Figure 1. Layout detail.
Region (52, 82) to (102, 132) um. Cells in gray, sequential cells in the stronger gray; small squares are vias.
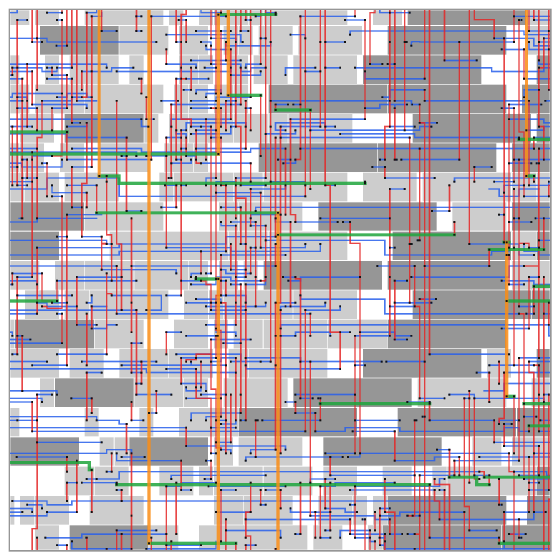
Figure 2. Floorplan with the power grid.
(3 px per um) Pins as bars on the die edge.
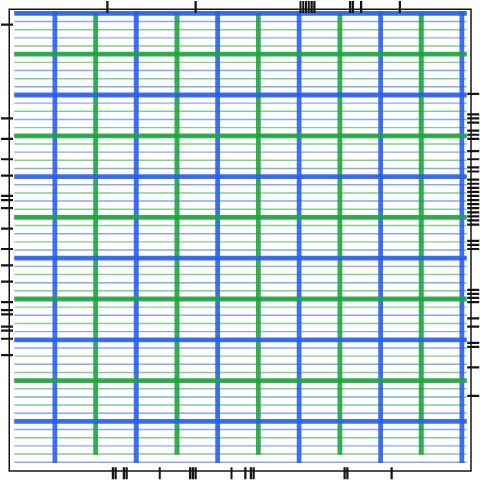
Figure 3. Routed metal per tile.
(2 px per um) The die is cut into 31 by 31 equal tiles; dark purple is low, yellow is high, scaled to the fullest tile. Values are wire area over tile area, all layers added.
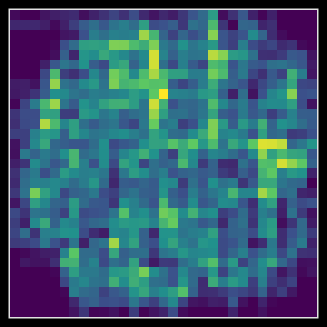
Figure 4. Placement view.
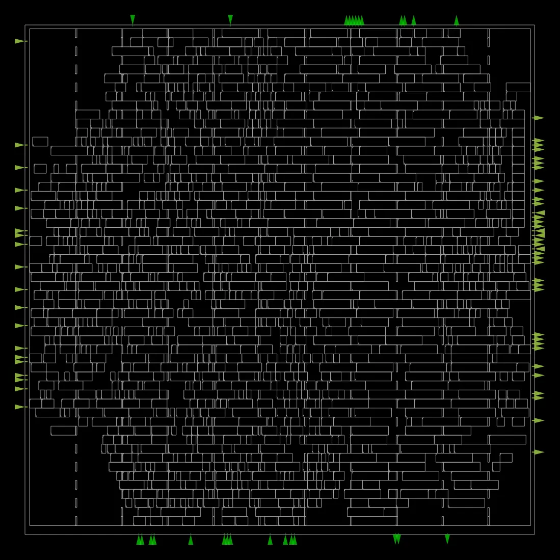
Figure 5. Cells by drive strength.
(2 px per um)
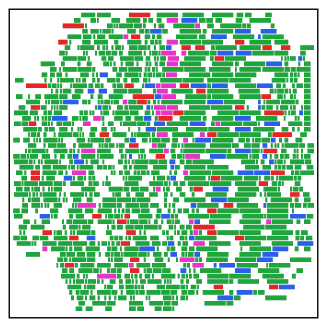
==> src/rtl/md_audio_pkg.sv <==
// Shared types for the audio decimator: signed sample, stereo pair,
// full-scale limits and a 17-to-16-bit saturating helper.
package md_audio_pkg;

  typedef logic signed [15:0] sample_t;

  typedef struct packed {
    sample_t l;
    sample_t r;
  } stereo_t;

  localparam sample_t SAMPLE_MAX = 16'sh7fff;
  localparam sample_t SAMPLE_MIN = 16'sh8000;

  // Top two bits disagree only when the value left the 16-bit range.
  function automatic sample_t saturate(input logic signed [16:0] v);
    if (v[16] != v[15]) begin
      return v[16] ? SAMPLE_MIN : SAMPLE_MAX;
    end
    return v[15:0];
  endfunction

endpackage

==> src/rtl/md_audio_decim_if.sv <==
// Valid/ready stereo sample stream between decimator and audio serializer.
// master drives valid/l/r and reads ready; slave is the consumer side.
interface md_audio_decim_if;
  import md_audio_pkg::*;

  logic    valid;
  logic    ready;
  sample_t l;
  sample_t r;

  modport master (output valid, l, r, input ready);
  modport slave  (input valid, l, r, output ready);

endinterface

==> src/rtl/md_audio_fifo.sv <==
// Synchronous show-ahead FIFO of stereo samples; dout reads 0 when empty.
// Ports: clk, rst, push, pop, din, dout, full, empty, fill.
module md_audio_fifo
  import md_audio_pkg::*;
#(
  parameter int DEPTH = 4
) (
  input  logic                       clk,
  input  logic                       rst,
  input  logic                       push,
  input  logic                       pop,
  input  stereo_t                    din,
  output stereo_t                    dout,
  output logic                       full,
  output logic                       empty,
  output logic [$clog2(DEPTH+1)-1:0] fill
);
  localparam int PW = $clog2(DEPTH);
  localparam int CW = $clog2(DEPTH + 1);

  stereo_t       mem [DEPTH];
  logic [PW-1:0] wr_ptr;
  logic [PW-1:0] rd_ptr;
  logic          do_push;
  logic          do_pop;

  assign empty = (fill == '0);
  assign full  = (fill == CW'(DEPTH));

  // A pop frees the slot the push lands in, so full+pop still accepts.
  assign do_pop  = pop && !empty;
  assign do_push = push && (!full || do_pop);

  assign dout = empty ? '0 : mem[rd_ptr];

  always_ff @(posedge clk) begin
    if (do_push) begin
      mem[wr_ptr] <= din;
    end
  end

  always_ff @(posedge clk) begin
    if (rst) begin
      wr_ptr <= '0;
      rd_ptr <= '0;
      fill   <= '0;
    end else begin
      if (do_push) begin
        wr_ptr <= wr_ptr + 1'b1;
      end
      if (do_pop) begin
        rd_ptr <= rd_ptr + 1'b1;
      end
      case ({do_push, do_pop})
        2'b10:   fill <= fill + 1'b1;
        2'b01:   fill <= fill - 1'b1;
        default: fill <= fill;
      endcase
    end
  end

endmodule

==> src/rtl/md_audio_decim.sv <==
// Box-car stereo decimator: averages A_L/A_R over 2^SHIFT MCLKs into a FIFO.
// Ports: MCLK, ext_reset, enable, A_L, A_R, out (stream), fill, overflow, drop_count, clear_ovf.
module md_audio_decim
  import md_audio_pkg::*;
#(
  parameter int SHIFT      = 10,
  parameter int FIFO_DEPTH = 4
) (
  input  logic                            MCLK,
  input  logic                            ext_reset,
  input  logic                            enable,
  input  sample_t                         A_L,
  input  sample_t                         A_R,
  md_audio_decim_if.master                out,
  output logic [$clog2(FIFO_DEPTH+1)-1:0] fill,
  output logic                            overflow,
  output logic [7:0]                      drop_count,
  input  logic                            clear_ovf
);
  localparam int AW = 16 + SHIFT;
  localparam logic [SHIFT-1:0] PH_MAX = '1;
  localparam logic signed [AW:0] RND =
    {{AW{1'b0}}, 1'b1} << (SHIFT - 1);

  logic [SHIFT-1:0]     phase;
  logic signed [AW-1:0] acc_l;
  logic signed [AW-1:0] acc_r;
  logic signed [AW:0]   sum_l;
  logic signed [AW:0]   sum_r;
  logic signed [16:0]   q_l;
  logic signed [16:0]   q_r;
  logic                 term;
  logic                 pop;
  logic                 full;
  logic                 empty;
  logic                 drop;
  stereo_t              din;
  stereo_t              dout;

  assign term = enable && (phase == PH_MAX);
  assign pop  = out.valid && out.ready;
  assign drop = term && full && !pop;

  // Guard bit keeps the round-half-up add clear of wrap at full scale.
  assign sum_l = (AW+1)'(acc_l) + (AW+1)'(A_L) + RND;
  assign sum_r = (AW+1)'(acc_r) + (AW+1)'(A_R) + RND;
  assign q_l   = 17'(sum_l >>> SHIFT);
  assign q_r   = 17'(sum_r >>> SHIFT);

  assign din.l = saturate(q_l);
  assign din.r = saturate(q_r);

  assign out.valid = !empty;
  assign out.l     = dout.l;
  assign out.r     = dout.r;

  md_audio_fifo #(
    .DEPTH (FIFO_DEPTH)
  ) u_fifo (
    .clk   (MCLK),
    .rst   (ext_reset),
    .push  (term),
    .pop   (pop),
    .din   (din),
    .dout  (dout),
    .full  (full),
    .empty (empty),
    .fill  (fill)
  );

  // Disabling discards any partial window.
  always_ff @(posedge MCLK) begin
    if (ext_reset || !enable || term) begin
      phase <= '0;
      acc_l <= '0;
      acc_r <= '0;
    end else begin
      phase <= phase + 1'b1;
      acc_l <= acc_l + AW'(A_L);
      acc_r <= acc_r + AW'(A_R);
    end
  end

  // A drop in the same cycle as clear restarts the count at one.
  always_ff @(posedge MCLK) begin
    if (ext_reset) begin
      overflow   <= 1'b0;
      drop_count <= '0;
    end else if (drop) begin
      overflow <= 1'b1;
      if (clear_ovf) begin
        drop_count <= 8'd1;
      end else if (drop_count != 8'hff) begin
        drop_count <= drop_count + 1'b1;
      end
    end else if (clear_ovf) begin
      overflow   <= 1'b0;
      drop_count <= '0;
    end
  end

endmodule

==> src/flat_wrapper.sv <==
// flat-port wrapper written by rule: the top's interface ports become plain ports
module md_audio_decim_flat import md_audio_pkg::*;
#(
  parameter int SHIFT      = 10,
  parameter int FIFO_DEPTH = 4
)
  (MCLK, ext_reset, enable, A_L, A_R, fill, overflow, drop_count, clear_ovf, out_valid, out_l, out_r, out_ready);
  md_audio_decim_if out_i ();
  input  logic MCLK;
  input  logic ext_reset;
  input  logic enable;
  input  sample_t A_L;
  input  sample_t A_R;
  output logic [$clog2(FIFO_DEPTH+1)-1:0] fill;
  output logic overflow;
  output logic [7:0] drop_count;
  input  logic clear_ovf;
  output wire logic [$bits(out_i.valid)-1:0] out_valid;
  output wire logic [$bits(out_i.l)-1:0] out_l;
  output wire logic [$bits(out_i.r)-1:0] out_r;
  input wire logic [$bits(out_i.ready)-1:0] out_ready;
  assign out_valid = out_i.valid;
  assign out_l = out_i.l;
  assign out_r = out_i.r;
  assign out_i.ready = out_ready;
  md_audio_decim #(.SHIFT(SHIFT), .FIFO_DEPTH(FIFO_DEPTH)) u_core (.MCLK(MCLK), .ext_reset(ext_reset), .enable(enable), .A_L(A_L), .A_R(A_R), .out(out_i), .fill(fill), .overflow(overflow), .drop_count(drop_count), .clear_ovf(clear_ovf));
endmodule
==> config.mk <==
export PLATFORM = sky130hd
export DESIGN_NAME = md_audio_decim_flat
export DESIGN_NICKNAME = d
export VERILOG_FILES = /design/src/rtl/md_audio_pkg.sv /design/src/rtl/md_audio_decim_if.sv /design/src/rtl/md_audio_fifo.sv /design/src/rtl/md_audio_decim.sv /design/src/flat_wrapper.sv
export SDC_FILE = /design/constraint.sdc
export NUM_CORES = 1
export LEC_CHECK = 0
export CAP_MARGIN = 20
export CORE_UTILIZATION = 55
export CTS_BUF_LIST = sky130_fd_sc_hd__clkbuf_2 sky130_fd_sc_hd__clkbuf_4 sky130_fd_sc_hd__clkbuf_8
export DETAILED_ROUTE_END_ITERATION = 6
export GPL_TIMING_DRIVEN = 0
export PLACE_DENSITY_LB_ADDON = 0.25
export SKIP_CTS_REPAIR_TIMING = 1
export SLEW_MARGIN = 20
export SYNTH_ARGS = -nofsm -noshare
export SYNTH_HDL_FRONTEND = slang
export SYNTH_SLANG_ARGS = --single-unit
export TNS_END_PERCENT = 10
==> constraint.sdc <==
create_clock -name MCLK -period 4.1 [get_ports MCLK]
set_clock_uncertainty 0.05 [all_clocks]
set_input_delay 1.025 -clock MCLK [delete_from_list [all_inputs] [get_ports MCLK]]
set_output_delay 1.025 -clock MCLK [all_outputs]
set_load 0.01 [all_outputs]
==> run summary <==
fresh numbers from the pnr run: status=finished, violations left, failing checks=negative setup slack, synthesized area per cell=roughly 11 um^2, initial antenna violation count=0, Routability Congestion=0.833, Yosys warnings=0, ANT nets after route=0, Post-DP Area=around 0.014 mm^2, Yosys top cell by area=edfxtp_1, Highest Signal Layer=met4, register area share after synthesis=43.2%, Initial Utilization=55.9%, largest registers=u_core.u_fifo.mem x128, u_core.acc_l x26, u_core.acc_r x26, hold path cells=2, DRC Markers=0, Hold WS=slightly above 0.4 ns, layout net count=1,455, area grow syn2layout=19.9%, # Cells Yosys=between 1,000 and 1,500, Yosys top cell area share=a little under a third, largest net degree at the start of global routing=25, hpwl dp=18,600 um, Met3 Wirelength=between 1000 and 1500 um, fillcell total=1,716, stage-log warning count=about 76, Comb area=0.00702 mm^2, CP Launch Point=A_L[11], Iteration-0 DRC Markers=~440, Worst Tran Pin Value=about 0.68 ns, Commonest Layout Cell=edfxtp_1, clock tree sinks=between 200 and 250, clock network fraction of design power=approximately 34%, part of the power in registers=roughly two fifths, Setup WS pre-CTS=-1.76 ns, Syn Nets=1,326, TritonCTS Buffers=36, Top pwr grp=registers, fraction of area in registers=a little over a third, crit path max fanout=10, top cells, area=edfxtp_1 (30%), dfxtp_1 (13%), ha_1 (11%), fa_1 (7.5%), mux4_2 (5.7%), drt first pass iters=4, Slew Limit Fails=0, GRT Util Overall=between 20% and 30%, Core Box Area=between 0.02 and 0.025 mm^2, H-tree depth=2, DR WL/cell=15.9 um, Yosys cell types=62, Vias/cell=around 5.5, WL met2=12,200 um, share of cells above drive strength 1=between 10% and 20%, logic share of the area=between 40% and 50%, Tmin final=about 4.2 ns, Non-clk bufs=117, clk tree area frac=5.33%, XOR/XNOR Area Share=around 6.5%, Late-Pin Clk Latency=approximately 0.53 ns, area fraction in compound gates=under 10%, comb pwr=1.71 mW, Mapped Area=roughly 0.013 mm^2, met1 WL=11,400 um, die area=~0.024 mm^2, R2R Path End=u_core.u_fifo.mem[0][28]$_DFFE_PP_, Crit path buffers/inverters=4, Critical Path AT=4.52 ns, Async SR Flop Fraction=0%, area fraction in and, or, nand and nor cells=approximately 12%, crit path capture=u_core.u_fifo.mem[0][28]$_DFFE_PP_, Worst Hold End=u_core.overflow$_SDFFE_PP0P_, internal cell power=about 4.4 mW, placed cells=about 1,500, Switch Pwr=around 1.8 mW, Sw Ratio=slightly below 30%, Ant. Diodes=0, yosys adder share=18.2%, post-route cell area=0.0151 mm^2, VDD IR max=around 230 uV, vias post-DR=just under 9,000, clock-net power=about 2.1 mW, leakage=about 5.7 nW, # Taps=between 200 and 300, port bufs=about 80, CP max stage cell=fa_2, M1 GR Usage=between 20% and 30%, Main logic family=adder cells, flop count=208, PwrDens=~410 mW/mm^2, largest class=combinational gates, CP top delay family=AND-OR/OR-AND gates, Reg2Reg Launch Point=u_core.acc_l[13]$_SDFF_PP0_, I/O pin count=roughly 82, height of the die=between 150 and 200 um, Slew HR=between 50% and 60%, clk_buf instances=roughly 46, Final TNS setup=-5.84 ns, CTS Root Cell=clkbuf_8, Mux cell area share=5.95%, crit path cell chain=clkdlybuf4s50_1 -> ha_1 -> inv_1 -> fa_2 -> nor2b_1 -> or4_1 -> a21oi_1 -> o21ai_1 -> o2111ai_2 -> nand3b_4 -> buf_4 -> a311o_2 -> buf_12 -> o21ai_4, non-clock buffer share of cell area=approximately 7.2%, ys flops=208, hold path start=u_core.overflow$_SDFFE_PP0P_, clock buffer depth=3, CP Depth=14, most common library cells after synthesis=edfxtp_1 (128), nor2_1 (115), inv_1 (108), post-layout period usage=103%, upper clock frequency limit=0.236 GHz, Signal inverters=roughly 110, first-pass GRT wire length=slightly above 40,000 um, Setup crit start kind=input pin, combinational power share=a little over a quarter, Worst path max stage delay=0.59 ns, grt total ovfl=0, Max Cap Viol=0, top_reg_cell synth=edfxtp_1, final tally of hold violations=0, Setup violations, final=~60, count of library flops with an enable pin=roughly 130, most used routing layer=met2, Reg2Reg Setup Slack=roughly 0.45 ns, Post-Synthesis Cells=1,136, max reg flops=128, #MultiIn Comb=between 700 and 800, Worst Hold Class=reg2reg, r2r worst-path depth=13, most instantiated logic cells after routing=edfxtp_1 (128), nor2_1 (115), inv_1 (107), final WL=25,100 um, vias in the first global route=8,569, unrepaired setup endpoints after global routing=yes, top-count cell post-synth=edfxtp_1, Setup WS post-layout=-0.139 ns, yosys stat area=around 0.013 mm^2, Die Wd=approximately 150 um, CTS clk-pin slew, worst paths=0.06 ns, met3 Use GR=~3.6%, Seq group=2.44 mW, Reg area=0.00545 mm^2, TritonCTS clock tree=built, worst endpoint required time=roughly 4.4 ns
Back to the opening pictures, Figure 1:
- M3: green
- M2: red
- M4: orange
- M1: blue
- most frequent: edfxtp_1 (21), ha_1 (12), inv_1 (11)
- netlist names of flops here include: u_core.u_fifo.mem (21), u_core.acc_l (6), u_core.acc_r (2)
- sequential cells in the window: 30
- cells with their middle in the window: 161

Back to the opening pictures, Figure 2:
- VSS: blue
- VDD: green
- met1 rails: 56
- signal pins: 82
- met5 straps: 11
- rows: 55

Back to the opening pictures, Figure 3:
- tiles over half the peak: 20%
- nearly empty tiles: 9.4%
- fullest tile: 0.50
- densest ninth of the die: top center
- mean over tiles: 0.17

Back to the opening pictures, Figure 4:
post-route insts no fill: 1,576
Final Util: 67.0%

Back to the opening pictures, Figure 5:
- x3 and x4: magenta (cells 41; share 3.2%)
- x2: blue (cells 76; share 5.9%)
- x1 and smaller: green (cells 1,121; share 87%)
- x6 and larger: red (cells 53; share 4.1%)

No activity file was given, so power comes from the tool's default toggle rates.
